--- config.mk ---
export PLATFORM = sky130hd
export DESIGN_NAME = psum_output_buffer
export DESIGN_NICKNAME = d
export VERILOG_FILES = /design/src/rtl/psum_output_buffer.sv
export SDC_FILE = /design/constraint.sdc
export NUM_CORES = 1
export LEC_CHECK = 0
export ABC_AREA = 0
export CORE_ASPECT_RATIO = 0.8
export CORE_MARGIN = 2
export CORE_UTILIZATION = 55
export DETAILED_ROUTE_END_ITERATION = 8
export PLACE_DENSITY = 0.81
export SLEW_MARGIN = 20
export SYNTH_ARGS = -nofsm -noshare
export SYNTH_HDL_FRONTEND = slang
export SYNTH_SLANG_ARGS = --single-unit
--- constraint.sdc ---
create_clock -name clk -period 4.3 [get_ports clk]
set_input_delay 0.645 -clock clk [delete_from_list [all_inputs] [get_ports clk]]
set_output_delay 0.645 -clock clk [all_outputs]
set_load 0.03 [all_outputs]
--- src/rtl/psum_output_buffer.sv ---
// psum_output_buffer
// Small FIFO between the PE write path and the downstream consumer. It holds
// partial sums and marks the last psum of each ofmap row. It also keeps a
// sticky flag that records any push attempted while the buffer was full.
module psum_output_buffer #(
    parameter int CONFIG_BIT = 8,
    parameter int DEPTH      = 4,
    parameter int ADDR_WIDTH = 2
) (
    input  logic                  clk,
    input  logic                  rst,
    input  logic [CONFIG_BIT-1:0] psum_in,
    input  logic                  psum_wen,
    output logic                  ready,
    input  logic [CONFIG_BIT-1:0] row_len,
    input  logic                  flush,
    output logic [CONFIG_BIT-1:0] out_data,
    output logic                  out_valid,
    input  logic                  out_ready,
    output logic                  out_last,
    output logic                  overflow,
    output logic [ADDR_WIDTH:0]   count
);

    localparam logic [ADDR_WIDTH:0]   FULL_CNT = (ADDR_WIDTH + 1)'(DEPTH);
    localparam logic [ADDR_WIDTH-1:0] PTR_ONE  = ADDR_WIDTH'(1);
    localparam logic [ADDR_WIDTH:0]   CNT_ONE  = (ADDR_WIDTH + 1)'(1);
    localparam logic [CONFIG_BIT-1:0] ROW_ONE  = CONFIG_BIT'(1);

    logic [CONFIG_BIT-1:0] mem_q [DEPTH];

    logic [ADDR_WIDTH-1:0] wptr_q, wptr_d;
    logic [ADDR_WIDTH-1:0] rptr_q, rptr_d;
    logic [ADDR_WIDTH:0]   count_q, count_d;
    logic [CONFIG_BIT-1:0] row_cnt_q, row_cnt_d;
    logic                  overflow_q, overflow_d;

    logic                  push;
    logic                  pop;
    logic [CONFIG_BIT-1:0] last_idx;

    // Handshake decode and row-end index. A row_len of 0 behaves like 1, so
    // the last index is 0 in both cases.
    always_comb begin
        ready     = (count_q < FULL_CNT);
        out_valid = (count_q != '0);
        push      = psum_wen & ready & ~flush;
        pop       = out_valid & out_ready & ~flush;
        last_idx  = (row_len == '0) ? '0 : (row_len - ROW_ONE);
        out_last  = out_valid & (row_cnt_q == last_idx);
        out_data  = mem_q[rptr_q];
        overflow  = overflow_q;
        count     = count_q;
    end

    // Next-state for pointers, occupancy, row position and the sticky flag.
    // Flush wins over any push or pop in the same cycle, but it leaves the
    // overflow flag alone.
    always_comb begin
        wptr_d     = wptr_q;
        rptr_d     = rptr_q;
        count_d    = count_q;
        row_cnt_d  = row_cnt_q;
        overflow_d = overflow_q | (psum_wen & ~ready);

        if (flush) begin
            wptr_d    = '0;
            rptr_d    = '0;
            count_d   = '0;
            row_cnt_d = '0;
        end else begin
            if (push) begin
                wptr_d = wptr_q + PTR_ONE;
            end
            if (pop) begin
                rptr_d = rptr_q + PTR_ONE;
                // Wrap at or past the row end. If row_len shrank below the
                // current position, the row still restarts cleanly.
                row_cnt_d = (row_cnt_q >= last_idx) ? '0 : (row_cnt_q + ROW_ONE);
            end
            case ({push, pop})
                2'b10:   count_d = count_q + CNT_ONE;
                2'b01:   count_d = count_q - CNT_ONE;
                default: count_d = count_q;
            endcase
        end
    end

    // Control registers. An asynchronous reset drops everything immediately.
    always_ff @(posedge clk or negedge rst) begin
        if (!rst) begin
            wptr_q     <= '0;
            rptr_q     <= '0;
            count_q    <= '0;
            row_cnt_q  <= '0;
            overflow_q <= 1'b0;
        end else begin
            wptr_q     <= wptr_d;
            rptr_q     <= rptr_d;
            count_q    <= count_d;
            row_cnt_q  <= row_cnt_d;
            overflow_q <= overflow_d;
        end
    end

    // Storage array. It needs no reset because out_valid gates every read.
    always_ff @(posedge clk) begin
        if (push) begin
            mem_q[wptr_q] <= psum_in;
        end
    end

endmodule

Figure 1. Pin map (run 1).
Scale bar: 20 um. Pins as bars across the die edge, other pins in gray.
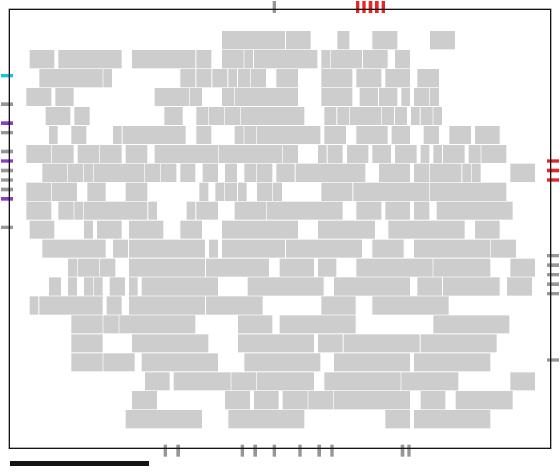
legend:
  count:
    color: purple
    pins: 3
    direction: output
    edge: west
  clk:
    color: cyan
    pins: 1
    direction: input
    edge: west
  row_len:
    color: red
    pins: 8
    direction: input
    edge: 5 north, 3 east

Figure 2. Placed standard cells (run 1).
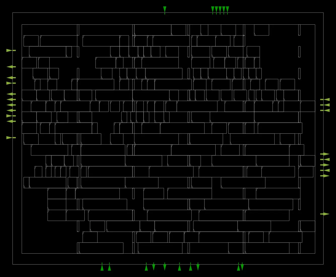
Finished Core Util: 68.70%
placement row count: 21

Figure 3. A small window of the routed layout (run 1).
Region (48, 37) to (68, 57) um. Cells in gray, sequential cells in the stronger gray; small squares are vias.
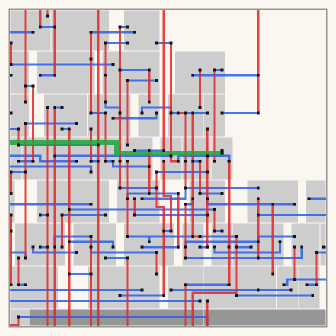
legend:
  met3:
    color: green
  met2:
    color: red
  met1:
    color: blue
sequential cells in the window: 0
most frequent: ha_1 (5), nand2_1 (4)
cells with their middle in the window: 33

==> qor.tcl, run 1 <==
set qor(static-leakage-power_nw) 1.116
set qor(cell_taking_the_most_area_after_synthesis) {edfxtp_1}
set qor(critical_path_peak_fanout) 6
set qor(drt_drc_violations_left) 0
set qor(timing.final.crit_period_ps) 4023
set qor(openroad_warning_count) 29
set qor(postSynthAreaPerCell_um2) 13.36
set qor(globalRouteMet2Util_pct) 34.02
set qor(synth.lib_cells_used.distinct) 37
set qor(first_drt_iteration_drcs) 78
set qor(share_of_async_settable_or_async_resettable_flops_after_synthesis_pct) 33.33
set qor(outcome) {finished, final reports clean}
set qor(via_count) 1547
set qor(routed_wl_mm) 4.235
set qor(drt_first_pass_iters) 4
set qor(cts_buffers) 5
set qor(power_density_nw_per_um2) 476.2
set qor(net_total_in_the_final_layout) 252
set qor(groute.layer.met1.usage_pct) 26.57
set qor(dp_cells) 266
set qor(holdPathStages) 1
set qor(synth_top_area_share_pct) 40.40
set qor(actual_transition_at_the_worst_max_transition_pin_ps) 703.0
set qor(grt_pass1_wl_mm) 7.596
set qor(crit_arrival_ps) 3380
set qor(areaGrowthSynthToFinish_pct) 20.67
set qor(gp_routability_congestion) 0.8178
set qor(fp.coreArea_um2) 4178
set qor(postCtsSetupBuffers) 0
set qor(timing.critical_path.to_type) {output port}
set qor(enable_flop_cells) 32
set qor(totalPowerFinal_mw) 1.367
set qor(worst_r2r_path_depth) 8
set qor(peakVddDrop_v) 0.0003897
set qor(drt-vias-per-instance) 5.646
set qor(use_met3_pct) 3.757
set qor(setup_viol) 0
set qor(maxSlewViolCount) 0
set qor(grt_start_max_net_pins) 17
set qor(floorplan.core_util_pct) 56.93
set qor(criticalPathCategory) {input port to output port}
set qor(achievable-frequency_mhz) 248.6
set qor(chipWidth_um) 77.53
set qor(yosysWarningCount) 0
==> run 1: worst max-delay path, delay by kind of cell <==
family	cells	cell delay [ps]
compound gates	1	130
fa+ha+maj	2	430
buf+inv	3	850
simple gates	6	1320
==> run 1: registers in the layout, summed over array words and instances (netlist names) <==
name       count
mem_q         32
row_cnt_q      8
count          3
rptr_q         2
wptr_q         2
overflow       1
==> run 1: per-stage QoR <==
stage / setup WS (ps) / utilization, % / hold slack (ps)
after floorplan: 973.3 / - / 349.4
after global placement: 78.02 / 66.67 / 445.1
after detailed placement: -38.34 / 66.67 / 446.5
after CTS: 179.3 / 68.64 / 469.2
after global routing: 74.94 / 68.70 / 484.3
final: 277.2 / 68.70 / 461.6
==> run 1: final timing paths <==
kind / start / end / slack (ps)
setup / recovery: row_len[0] / out_last / 280
hold / removal: overflow / overflow / 460
setup reg to reg: row_cnt_q[5] / row_cnt_q[6] / 2010
hold reg to reg: overflow / overflow / 460
max in group asynchronous: rst / row_cnt_q[4] / 3080
min in group asynchronous: rst / row_cnt_q[7] / 770
==> run 1: cell families (layout without fill, tap and decap cells) <==
logic type / Yosys count / after routing / share of synthesized area [%]
AND/OR/NAND/NOR: 57 / 57 / 12.78
flip-flops: 48 / 48 / 57.23
AND-OR/OR-AND: 27 / 27 / 8.049
adder cells (fa/ha/maj): 15 / 15 / 8.206
buffers and inverters: 13 / 52 / 2.367
multiplexers: 10 / 10 / 8.417
XOR/XNOR: 8 / 8 / 2.946
==> run 1: Yosys cell counts (2+ instances only) <==
library cell  count
and2_1            6
ha_1             14
xor2_1            3
or3_1             2
a21oi_1           8
a21o_1            2
nand2b_1          7
nor2b_1           5
mux2i_1           2
a31oi_1           6
xnor2_1           5
clkbuf_1          4
nor3_1            2
nor2_1           11
a41oi_1           2
nand3_1           2
and3_1            4
mux4_2            8
dfrtp_1          16
edfxtp_1         32
inv_1             7
o21ai_1           4
nand2_1          12
==> run 1: where the power goes <==
group	leakage [nW]	total [mW]	switching, mW	internal [mW]
Sequential	0.505	0.611	0.0680	0.543
Combinational	0.572	0.504	0.262	0.242
Clock	0.0388	0.252	0.139	0.113
==> run 1: final cells by class <==
class | count | share of cell area [%]
clock buffers | 6 | 2.528
clock inverters | 2 | 0.3923
inverters | 7 | 0.9154
multi-input cells | 117 | 33.57
flip-flops and latches | 48 | 47.43
well taps | 57 | 2.485
repair buffers | 37 | 12.69
==> run 1: layer usage <==
metal  wire, um  share of wire [%]
met1       1883                 44
met2       2111                 50
met3        188                4.4
met4         51                1.2
met5          0                  0
==> run 1: timing repair <==
item                                    in CTS  in global routing
hold buffers                                 0                  0
gates resized                                1                  1
gates cloned                                 0                  0
endpoints found under the setup margin       1                  1
endpoints found under the hold margin        0                  0
==> run 1 -> run 2 <==
ABC_CLOCK_PERIOD_IN_PS = 5200   (was not set)
GPL_ROUTABILITY_DRIVEN = 0   (was not set)
clock period = 5.2 ns   (was 4.3 ns; I/O delays follow)
==> qor.tcl, run 2 <==
set qor(openroad_warning_count) 29
set qor(enable_flop_cells) 32
set qor(largest_register_ff_count) 32
set qor(ctsHoldBuffers) 0
set qor(drt-vias-per-instance) 5.625
set qor(drt_first_pass_iters) 4
set qor(share_of_async_settable_or_async_resettable_flops_after_synthesis_pct) 33.33
set qor(final-hold-violation-count) 0
set qor(fp.coreArea_um2) 4178
set qor(worst_clock_skew_ps) 7.548
set qor(power_density_nw_per_um2) 426.4
set qor(maxSlewViolCount) 0
set qor(syn_nets) 214
set qor(postCtsSetupBuffers) 0
set qor(criticalPathCategory) {input port to output port}
set qor(synth.lib_cells_used.distinct) 37
set qor(synth_top_area_share_pct) 40.40
set qor(largest_register) {mem_q}
set qor(floorplan.core_util_pct) 56.93
set qor(routed_wl_mm) 4.528
set qor(number_of_maximum_capacitance_constraint_violations) 0
set qor(achievable-frequency_mhz) 212.4
set qor(yosysWarningCount) 0
set qor(grt_pass1_wl_mm) 7.803
set qor(clock_tree.htree_level_count) 2
set qor(postSynthAreaPerCell_um2) 13.36
set qor(actual_transition_at_the_worst_max_transition_pin_ps) 732.5
set qor(areaGrowthSynthToFinish_pct) 22.25
set qor(timing.final.crit_period_ps) 4707
set qor(timing.critical_path.to_type) {output port}
set qor(grt_start_max_net_pins) 17
set qor(setup_viol) 0
set qor(synth.top_cells.by_count) {edfxtp_1 (32), dfrtp_1 (16), ha_1 (14)}
set qor(cts_buffers) 5
set qor(row_count) 21
set qor(cell_taking_the_most_area_after_synthesis) {edfxtp_1}
set qor(net_total_in_the_final_layout) 250
set qor(drt_drc_violations_left) 0
set qor(yosysMostFrequentCell) {edfxtp_1}
set qor(critical_path_peak_fanout) 6
set qor(peakVddDrop_v) 0.0004285
set qor(timing.slew.headroom_pct) 51.01
set qor(first_drt_iteration_drcs) 63
set qor(totalPowerFinal_mw) 1.240
set qor(outcome) {finished, final reports clean}
set qor(static-leakage-power_nw) 1.129
set qor(number_of_global_route_vias_before_repair) 1638
set qor(via_count) 1530
set qor(crit_arrival_ps) 3930
run 2: cell counts after synthesis:
Identical to the previous run, type by type.
run 2: metal layers:
| metal | vias up | GRT usage [%] | share of wire [%] |
|---|---|---|---|
| met5 | - | 0 | 0 |
| met4 | 0 | 6.473 | 0.73 |
| met3 | 2 | 4.191 | 3.5 |
| met2 | 44 | 36.52 | 51 |
| met1 | 749 | 26.40 | 44 |
| li1 | 735 | - | - |
run 2: path summary, 6_finish.rpt:
kind	end	cells past startpoint	slack [ps]	start
setup reg to reg	row_cnt_q[7]	6	2650	row_cnt_q[2]
hold reg to reg	overflow	1	470	overflow
min in group asynchronous	row_cnt_q[6]	1	910	rst
hold / removal	overflow	1	470	overflow
max in group asynchronous	row_cnt_q[4]	1	3820	rst
setup / recovery	out_last	12	490	row_len[0]
run 2: where the power goes:
part           leakage (nW)  internal (mW)  total [mW]  switching, mW
Combinational         0.555          0.198       0.418          0.219
Sequential            0.505          0.449       0.507         0.0580
Clock                0.0687          0.193       0.316          0.122
run 2: area by class of cell:
type	instances	area (um2)	share of cell area, %
Tap cell	57	71.32	2.453
Timing Repair Buffer	35	350.3	12.05
Clock inverter	3	68.82	2.367
Clock buffer	5	68.82	2.367
Inverter	7	26.28	0.9036
Multi-Input combinational cell	117	960.9	33.05
Sequential cell	48	1361	46.82
run 2: worst max-delay path, stage by stage:
cell,delay [ps]
clkdlybuf4s50_1,420
inv_1,90
ha_1,160
nor2b_1,240
nand3b_1,160
or3_1,420
o21ai_1,160
ha_1,290
and3_2,200
and3_1,230
and2_1,180
clkdlybuf4s50_1,590
run 2: kinds of logic after synthesis:
kind of cell / synth area share [%]
AND-OR/OR-AND: 8.049
XOR/XNOR: 2.946
adder cells (fa/ha/maj): 8.206
buffers and inverters: 2.367
flip-flops: 57.23
multiplexers: 8.417
AND/OR/NAND/NOR: 12.78
run 2: metrics by stage:
step	hold slack [ps]	worst slack [ps]	std cells	instance area [um2]
global route	520.8	338.7	272	2908
global placement	444.9	674.5	264	2770
CTS	472.4	487.9	272	2908
finish	465.7	492.6	272	2908
detailed placement	448.2	579.9	264	2770
floorplan	458.9	1738	178	2379
Figure 4. Placed standard cells (run 2).
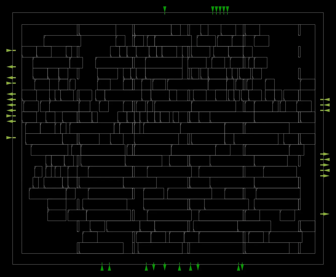
Fill cells: 291
Finished Core Util: 69.60%
fin cells: 272

Figure 5. A small window of the routed layout (run 2).
Region (48, 37) to (68, 57) um. Cells in gray, sequential cells in the stronger gray; small squares are vias.
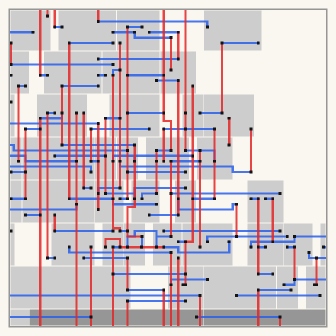

Figure 6. Pin map (run 2).
Scale bar: 20 um. Pins as bars across the die edge, other pins in gray.
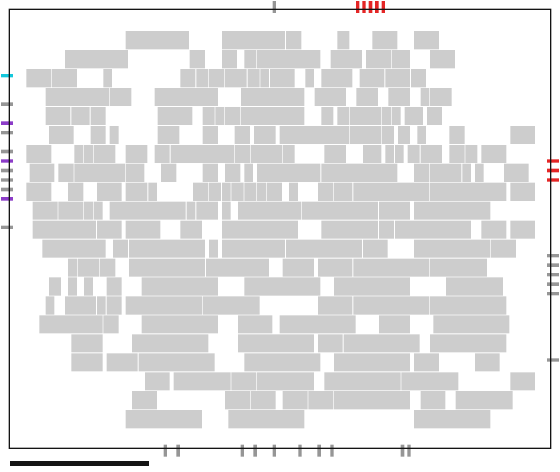
legend:
  count:
    color: purple
    pins: 3
    direction: output
    edge: west
  row_len:
    color: red
    pins: 8
    direction: input
    edge: 5 north, 3 east
  clk:
    color: cyan
    pins: 1
    direction: input
    edge: west
all pins by edge: 11 west, 10 south, 9 east, 6 north
floorplan die width: 77.53 um
Die H: 62.82 um
number of buffers inserted by port buffering: 35

No activity file was given, so power comes from the tool's default toggle rates.
